$ cat src/rtl/riscv_pkg.sv
// Shared constants and helpers for the RISC-V fetch slice.
// Holds the bubble encoding, reset PC default, opcode constants and the B-type immediate decoder.
package riscv_pkg;

    localparam logic [31:0] NOP_INSTR        = 32'h0000_0013;
    localparam logic [31:0] RESET_PC_DEFAULT = 32'h0000_0000;

    localparam logic [6:0] OP_BRANCH = 7'b1100011;
    localparam logic [6:0] OP_JAL    = 7'b1101111;
    localparam logic [6:0] OP_JALR   = 7'b1100111;

    // Sign-extended branch offset; bit 0 of a B-type immediate is always zero.
    function automatic logic [31:0] b_imm(input logic [31:0] instr);
        return {{19{instr[31]}}, instr[31], instr[7], instr[30:25], instr[11:8], 1'b0};
    endfunction

endpackage

$ cat src/rtl/riscv_btfn_pred.sv
// Static backward-taken / forward-not-taken predictor for the fetch stage.
// Only elaborated when RISCV_FETCH_BTFN_EN is defined; otherwise this file is empty.
`ifdef RISCV_FETCH_BTFN_EN
module riscv_btfn_pred
    import riscv_pkg::*;
(
    input  logic [31:0] instr,
    input  logic [31:0] pc,
    output logic        pred_f,
    output logic [31:0] pred_target
);

    // A negative offset means a backward branch, which is usually a loop edge.
    assign pred_f      = (instr[6:0] == OP_BRANCH) && instr[31];
    assign pred_target = pc + b_imm(instr);

endmodule
`endif

$ cat src/rtl/riscv_fetch.sv
// IF stage: PC register, instruction memory addressing and the IF/ID pipeline register.
// Define RISCV_FETCH_BTFN_EN to enable static backward-branch prediction.
module riscv_fetch #(
    parameter logic [31:0] RESET_PC  = riscv_pkg::RESET_PC_DEFAULT,
    parameter logic [31:0] NOP_INSTR = riscv_pkg::NOP_INSTR
) (
    input  logic        clk,
    input  logic        reset,
    input  logic        stall_f,
    input  logic        stall_d,
    input  logic        flush_d,
    input  logic        pc_src_e,
    input  logic [31:0] pc_target_e,
    output logic [31:0] imem_addr,
    input  logic [31:0] imem_rd,
    output logic [31:0] pc_f,
    output logic [31:0] instr_d,
    output logic [31:0] pc_d,
    output logic [31:0] pc_plus4_d,
    output logic        valid_d,
    output logic        pred_taken_d
);

    import riscv_pkg::*;

    logic [31:0] pc_f_q, pc_f_d;
    logic [31:0] pc_plus4_f;
    logic [31:0] instr_d_q, instr_d_d;
    logic [31:0] pc_d_q, pc_d_d;
    logic [31:0] pc_plus4_d_q, pc_plus4_d_d;
    logic        valid_d_q, valid_d_d;
    logic        pred_taken_d_q, pred_taken_d_d;
    logic        pred_f;

`ifdef RISCV_FETCH_BTFN_EN
    logic [31:0] pred_target;

    riscv_btfn_pred u_btfn_pred (
        .instr       (imem_rd),
        .pc          (pc_f_q),
        .pred_f      (pred_f),
        .pred_target (pred_target)
    );
`else
    assign pred_f = 1'b0;
`endif

    assign pc_plus4_f = pc_f_q + 32'd4;

    always_comb begin
        pc_f_d = pc_plus4_f;
        // A redirect must win over a stall, otherwise a stalled IF would lose the EX correction.
        if (pc_src_e) begin
            pc_f_d = pc_target_e & ~32'd3;
        end else if (stall_f) begin
            pc_f_d = pc_f_q;
`ifdef RISCV_FETCH_BTFN_EN
        end else if (pred_f) begin
            pc_f_d = pred_target;
`endif
        end
    end

    always_comb begin
        instr_d_d      = instr_d_q;
        pc_d_d         = pc_d_q;
        pc_plus4_d_d   = pc_plus4_d_q;
        valid_d_d      = valid_d_q;
        pred_taken_d_d = pred_taken_d_q;
        if (flush_d) begin
            instr_d_d      = NOP_INSTR;
            pc_d_d         = 32'd0;
            pc_plus4_d_d   = 32'd0;
            valid_d_d      = 1'b0;
            pred_taken_d_d = 1'b0;
        end else if (!stall_d) begin
            instr_d_d      = imem_rd;
            pc_d_d         = pc_f_q;
            pc_plus4_d_d   = pc_plus4_f;
            valid_d_d      = 1'b1;
            pred_taken_d_d = pred_f;
        end
    end

    always_ff @(posedge clk or posedge reset) begin
        if (reset) begin
            pc_f_q         <= RESET_PC;
            instr_d_q      <= NOP_INSTR;
            pc_d_q         <= 32'd0;
            pc_plus4_d_q   <= 32'd0;
            valid_d_q      <= 1'b0;
            pred_taken_d_q <= 1'b0;
        end else begin
            pc_f_q         <= pc_f_d;
            instr_d_q      <= instr_d_d;
            pc_d_q         <= pc_d_d;
            pc_plus4_d_q   <= pc_plus4_d_d;
            valid_d_q      <= valid_d_d;
            pred_taken_d_q <= pred_taken_d_d;
        end
    end

    assign imem_addr    = pc_f_q;
    assign pc_f         = pc_f_q;
    assign instr_d      = instr_d_q;
    assign pc_d         = pc_d_q;
    assign pc_plus4_d   = pc_plus4_d_q;
    assign valid_d      = valid_d_q;
    assign pred_taken_d = pred_taken_d_q;

endmodule

$ cat config.mk
export PLATFORM = sky130hd
export DESIGN_NAME = riscv_fetch
export DESIGN_NICKNAME = d
export VERILOG_FILES = /design/src/rtl/riscv_pkg.sv /design/src/rtl/riscv_btfn_pred.sv /design/src/rtl/riscv_fetch.sv
export SDC_FILE = /design/constraint.sdc
export NUM_CORES = 1
export LEC_CHECK = 0
export CAP_MARGIN = 10
export CORE_ASPECT_RATIO = 1.5
export CORE_MARGIN = 1
export CORE_UTILIZATION = 49
export CTS_CLUSTER_DIAMETER = 80
export DETAILED_ROUTE_END_ITERATION = 16
export PLACE_DENSITY = 0.87
export SLEW_MARGIN = 40
export SYNTH_ARGS = -nofsm -noshare
export SYNTH_HDL_FRONTEND = slang
export SYNTH_HIERARCHICAL = 1
export SYNTH_SLANG_ARGS = --single-unit
$ cat constraint.sdc
create_clock -name clk -period 5.8 [get_ports clk]
set_input_delay 0.87 -clock clk [delete_from_list [all_inputs] [get_ports clk]]
set_output_delay 0.87 -clock clk [all_outputs]
set_load 0.01 [all_outputs]
==> results_dict.tcl, run 1 <==
# flow metrics
set metrics [dict create \
    drive_gt1_share_pct 6.37 \
    worstSetupPathType "in2reg" \
    yosysTopAreaCellShare_pct 48.0 \
    worst_pin_slew_ps 817 \
    seq-cell-share_pct 35.1 \
    diodes 0 \
    setup_viol 0 \
    nets 874 \
    buffers 228 \
    drtAntennaViolNets 0 \
    combinationalPower_w 0.000467 \
    fin_util_pct 70.7 \
    comb_power_share_pct 18.8 \
    yosys.area_share.xor_xnor_pct 2.92 \
    cp-startpoint "stall_f" \
    first_iter_violations 302 \
    edf_count 0 \
    startpoint_type "input pin" \
    top_layer_used "met4" \
    multiInputGateArea_um2 2640 \
    power.leakage_nw 3.68 \
    drv_cap 0 \
    timing.final.max_slew_violations 0 \
    min_period_ps 3340 \
    crit_required_ps 6140 \
    place.gp.congestion 0.856 \
    top_cells_by_count "dfrtp_1 (121), nor2_1 (97), mux2i_1 (56)" \
    power.largest_group "registers" \
    wl_met3_um 1310 \
    crit_path_top_delay_cell "clkdlybuf4s50_1" \
    clkSlewWorstSetupHoldPaths_ps 60 \
    rows 50 \
    r2r_slack_ps 2960 \
    postCtsHoldBufs 0 \
    synthCells 646 \
    grt_pass1_wl_um 29000 \
    cts_setup_buffers 0 \
    dr.pass1.iters 5 \
    post-route-period-util_pct 57.7 \
    grtUsageMet2_pct 48.8 \
    syn_area_um2 6310 \
    layout_top_cells "clkdlybuf4s50_1 (222), dfrtp_1 (121), nor2_1 (97)" \
    worstRegToRegCells 4 \
    cts.path.max_buffers 2 \
    ys.flop_type "dfrtp_1" \
    internal_power_w 0.00179 \
    status "completed" \
    ys_ff 124 \
    endpoint "imem_addr[31]$_DFFE_PP0N_" \
    aoi_share_pct 10.9 \
    cp_cell_sequence "clkdlybuf4s50_1 > nand4b_1 > or4_1 > or4_1 > a31oi_1" \
    antenna_found_initial 0 \
    mux_area_share_pct 9.07 \
    portBuffers 224 \
    yosys_area_um2 6310 \
    grt_pass1_vias 5722 \
    cts-root-buf "clkbuf_16" \
    p_switching_w 0.000702 \
    r2r-end "pc_plus4_d[31]$_DFFE_PP0P_" \
    inverters 17 \
    p_per_area_nw_per_um2 281 \
    die_area_um2 13300 \
    yosysWarnings 6 \
    wl_met2_um 9740 \
    tap_cells 156 \
    pg_clk_w 0.00100 \
    ys_cells 646 \
    ys_types 51 \
    synth_dominant_cell_count "dfrtp_1" \
    grtUsageTotal_pct 28.4 \
    ir_drop_uv 176 \
    dp_hpwl_um 12600 \
]
==> run 1: sequential cells by signal (all words and copies together) (netlist names) <==
name        flops
valid_d         1
imem_addr      30
pc_plus4_d     30
pc_d           31
instr_d        32
==> run 1: worst max-delay path, delay by kind of cell <==
family,cells,cell delay (ps)
buffers and inverters,1,840
and+or+nand+nor,3,1800
AOI/OAI and AO/OA,1,170
==> run 1: metrics by stage <==
stage	hold WS (ps)	instances	instance area (µm²)	setup WS [ps]	total power [W]
2_1_floorplan	548	650	6320	1640	0.00125
5_1_grt	538	972	8850	2380	0.00259
3_5_place_dp	505	940	8270	2080	0.00150
6_report	516	972	8850	2460	0.00249
4_1_cts	519	972	8830	2530	0.00251
3_3_place_gp	503	940	8260	2160	0.00148
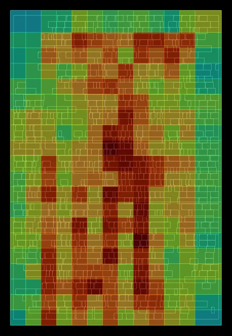
**Above:** run 1 (routing congestion).
GRT met3 Usage: 6.20%
wire per inst: 18.9 µm

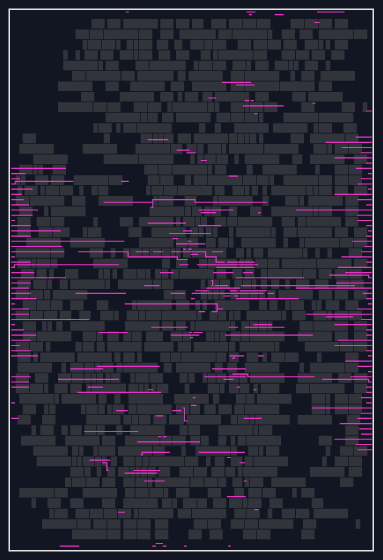
**Above:** run 1 (signal wires on met3).
longest straight run: 29.4 µm
nets with wire on the layer: 167
main direction: horizontal
routed vias: 5646
Post-Route WL: 18300 µm

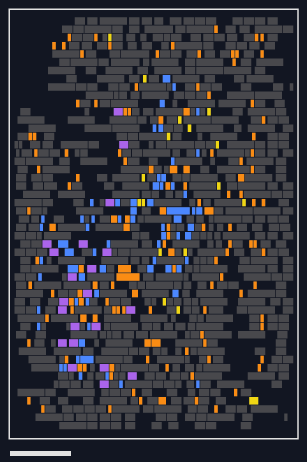
**Above:** run 1 (gate-type map).
Bar = 20 µm.
| colour | family | cells | most used |
|---|---|---|---|
| blue | nand cells | 66 | nand2_1 |
| yellow | inv cells | 17 | inv_1 |
| purple | xor and xnor cells | 21 | xnor2_1 |
| orange | nor cells | 126 | nor2_1 |
most frequent logic cell in the layout: clkdlybuf4s50_1
Final Non-Filler Cells: 972

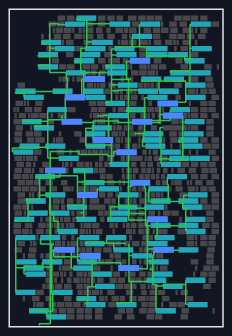
**Above:** run 1 (routed clock nets over the placement).
[cyan] flip-flops | count: 124
[blue] clock drivers | count: 17
[green] clock wires | length: 1600 µm
flops lie: spread over the die
clock share of power: 40.2%
clk_lat worst skew: 420 ps
clock skew: 8.66 ps

**Run 1: cell sizes after repair**

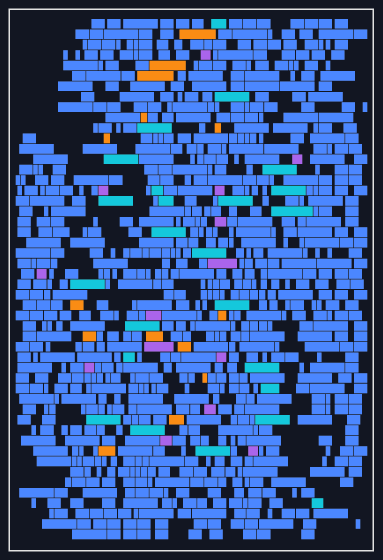

==> run 1 -> run 2 <==
--- a/config.mk
+++ b/config.mk
@@ -8,10 +8,10 @@
 export CAP_MARGIN = 10
 export CORE_ASPECT_RATIO = 1.5
 export CORE_MARGIN = 1
-export CORE_UTILIZATION = 49
+export CORE_UTILIZATION = 45
 export CTS_CLUSTER_DIAMETER = 80
 export DETAILED_ROUTE_END_ITERATION = 16
-export PLACE_DENSITY = 0.87
+export PLACE_DENSITY = 0.81
 export SLEW_MARGIN = 40
 export SYNTH_ARGS = -nofsm -noshare
 export SYNTH_HDL_FRONTEND = slang
==> constraint.sdc (replaced) <==
create_clock -name clk -period 3.3 [get_ports clk]
set_input_delay 0.495 -clock clk [delete_from_list [all_inputs] [get_ports clk]]
set_output_delay 0.495 -clock clk [all_outputs]
set_load 0.01 [all_outputs]
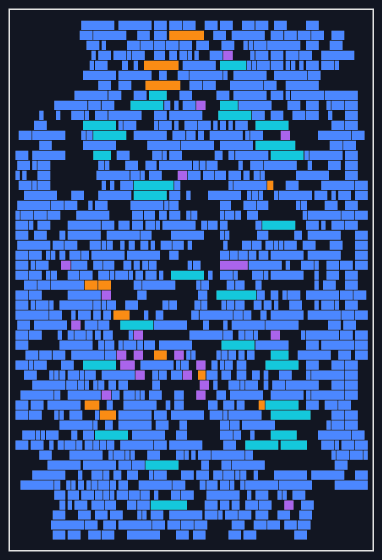
**Above:** run 2 (cell sizes after repair).
| colour | size | cells | share |
|---|---|---|---|
| blue | _0 and _1 cells | 766 | 93% |
| cyan | _6 and larger | 29 | 3.5% |
| orange | _2 cells | 12 | 1.4% |
| purple | _3 and _4 cells | 21 | 2.5% |
setup ws final: 760 ps
final instance area: 9060 µm²
bufs w/o clock: 243
area grow syn2layout: 43.7%

==> results_dict.tcl, run 2 <==
# flow metrics
set metrics [dict create \
    status "completed" \
    r2r_slack_ps 760 \
    dp_hpwl_um 13100 \
    ys_types 51 \
    grt_pass1_wl_um 29900 \
    cts_max_level 4 \
    startpoint_type "flip-flop" \
    antenna_found_initial 0 \
    timing.final.max_slew_violations 0 \
    cp_max_fo 12 \
    wirelength_um 18500 \
    die_area_um2 14500 \
    post-place-ws_ps 502 \
    yosysTopAreaCellShare_pct 48.0 \
    logic_family "simple AND/OR/NAND/NOR gates" \
    ir_drop_uv 345 \
    clkSlewWorstSetupHoldPaths_ps 60 \
    postCtsHoldBufs 0 \
    critPathMaxStageDelay_ps 680 \
    placed_cells 960 \
    vias_per_cell 5.56 \
    fmax_mhz 394 \
    power.largest_group "clock" \
    seq-power_w 0.00177 \
    fin_util_pct 66.6 \
    min_period_ps 2540 \
    diodes 0 \
    cts-root-buf "clkbuf_16" \
    warnings 28 \
    rows 52 \
    yosys.area_share.xor_xnor_pct 2.92 \
    crit_required_ps 3610 \
    drtAntennaViolNets 0 \
    synthCells 646 \
    crit_family "simple AND/OR/NAND/NOR gates" \
    cts.path.max_buffers 2 \
    worstSetupPathType "reg2reg" \
    largest_reg_flops 32 \
    ios 232 \
    cts_tree "built" \
    dr.pass1.iters 5 \
    adder_share_pct 0.198 \
    cts-buffers-inserted 17 \
    mux_area_share_pct 9.07 \
    pg_clk_w 0.00197 \
    cp-end-kind "flip-flop" \
    drive_gt1_share_pct 7.49 \
    r2r_start "imem_addr[18]$_DFFE_PP0N_" \
    yosys_area_um2 6310 \
    crit_cells 5 \
    cts_setup_buffers 0 \
    logic_gate_count 415 \
    grt_pass1_vias 5675 \
    ys_top_cells_by_area "dfrtp_1 (48%), mux2i_1 (8.9%), nor2_1 (5.8%)" \
    crit_path_top_delay_cell "or4_1" \
    tap_cells 162 \
    place_area_um2 8410 \
    combinationalPower_w 0.000863 \
    layout_top_cell "clkdlybuf4s50_1" \
    ys_seq_share_pct 49.3 \
    insertion_delay_ps 410 \
    nets 889 \
    seq_power_share_pct 38.5 \
    cp-startpoint "imem_addr[18]$_DFFE_PP0N_" \
    p_switching_w 0.00117 \
    drv_cap 0 \
    fillers 1077 \
    top_area_cell "dfrtp_1" \
    die_y_um 147 \
    first_iter_violations 181 \
    seq-cell-share_pct 34.3 \
    total_power_w 0.00461 \
    synth_dominant_cell_count "dfrtp_1" \
    cp.buffers_inverters 1 \
    vias 5506 \
    ys_cells 646 \
    clock_power_share_pct 42.8 \
    worstRegToRegCells 5 \
    fin_setup_tns_ps 0 \
    portBuffers 224 \
    edf_count 0 \
    multiInputGateArea_um2 2630 \
    layout_top_cells "clkdlybuf4s50_1 (222), dfrtp_1 (121), nor2_1 (97)" \
    cpMostUsedCell "or4_1" \
    synth.avg_cell_area_um2 9.76 \
    stdcell_count 990 \
    comb_power_share_pct 18.7 \
    place.gp.congestion 0.821 \
    worst_clock_skew_ps 7.40 \
    worst_pin_slew_ps 652 \
    p_per_area_nw_per_um2 508 \
    post-route-period-util_pct 77.0 \
    gr-total-overflow 0 \
    ys.flop_type "dfrtp_1" \
    yosysWarnings 6 \
    regArea_um2 3110 \
    max_slew_margin_pct 56.2 \
    inverters 17 \
    setup_viol 0 \
    syn_area_um2 6310 \
    cp_cell_sequence "nand4_1 > buf_4 > or4_1 > or4_1 > a311oi_1" \
    r2r-end "pc_plus4_d[31]$_DFFE_PP0P_" \
    power.leakage_nw 3.80 \
    hold_slack_ps 424 \
    grt_max_degree 95 \
    internal_power_w 0.00343 \
    top_cells_by_count "dfrtp_1 (121), nor2_1 (97), mux2i_1 (56)" \
    netSwitchingFraction_pct 25.5 \
    flops 124 \
    aoi_share_pct 10.9 \
    ys_ff 124 \
    endpoint "pc_plus4_d[31]$_DFFE_PP0P_" \
    drc_errors 0 \
]
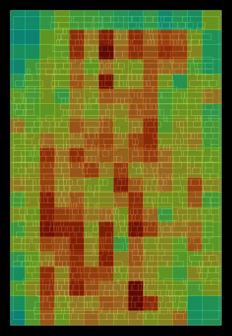
**Above:** run 2 (routing congestion).
All-Layer GR Usage: 26.7%
wire per inst: 18.7 µm

## run 2: cell types whose count changed in the layout (fill, tap and decap cells not counted)
cell,before,now
buf_16,0,1
buf_12,0,3
buf_4,4,17
inv_2,1,0
nor4_1,7,8
clkinvlp_4,4,2
clkinv_4,3,0
buf_6,2,0
clkbuf_8,1,4
inv_1,15,16
clkinv_2,3,2
inv_6,3,0
nor4_4,1,0
bufinv_16,1,4
## run 2: per-layer routing
metal / GRT usage [%] / wire (µm) / up-vias
met5: 0 / 0 / -
met4: 11.1 / 466 / 0
li1: - / - / 2575
met3: 5.85 / 947 / 30
met2: 47.6 / 10000 / 198
met1: 30.6 / 7080 / 2703
Power and IR drop assume default switching activity.
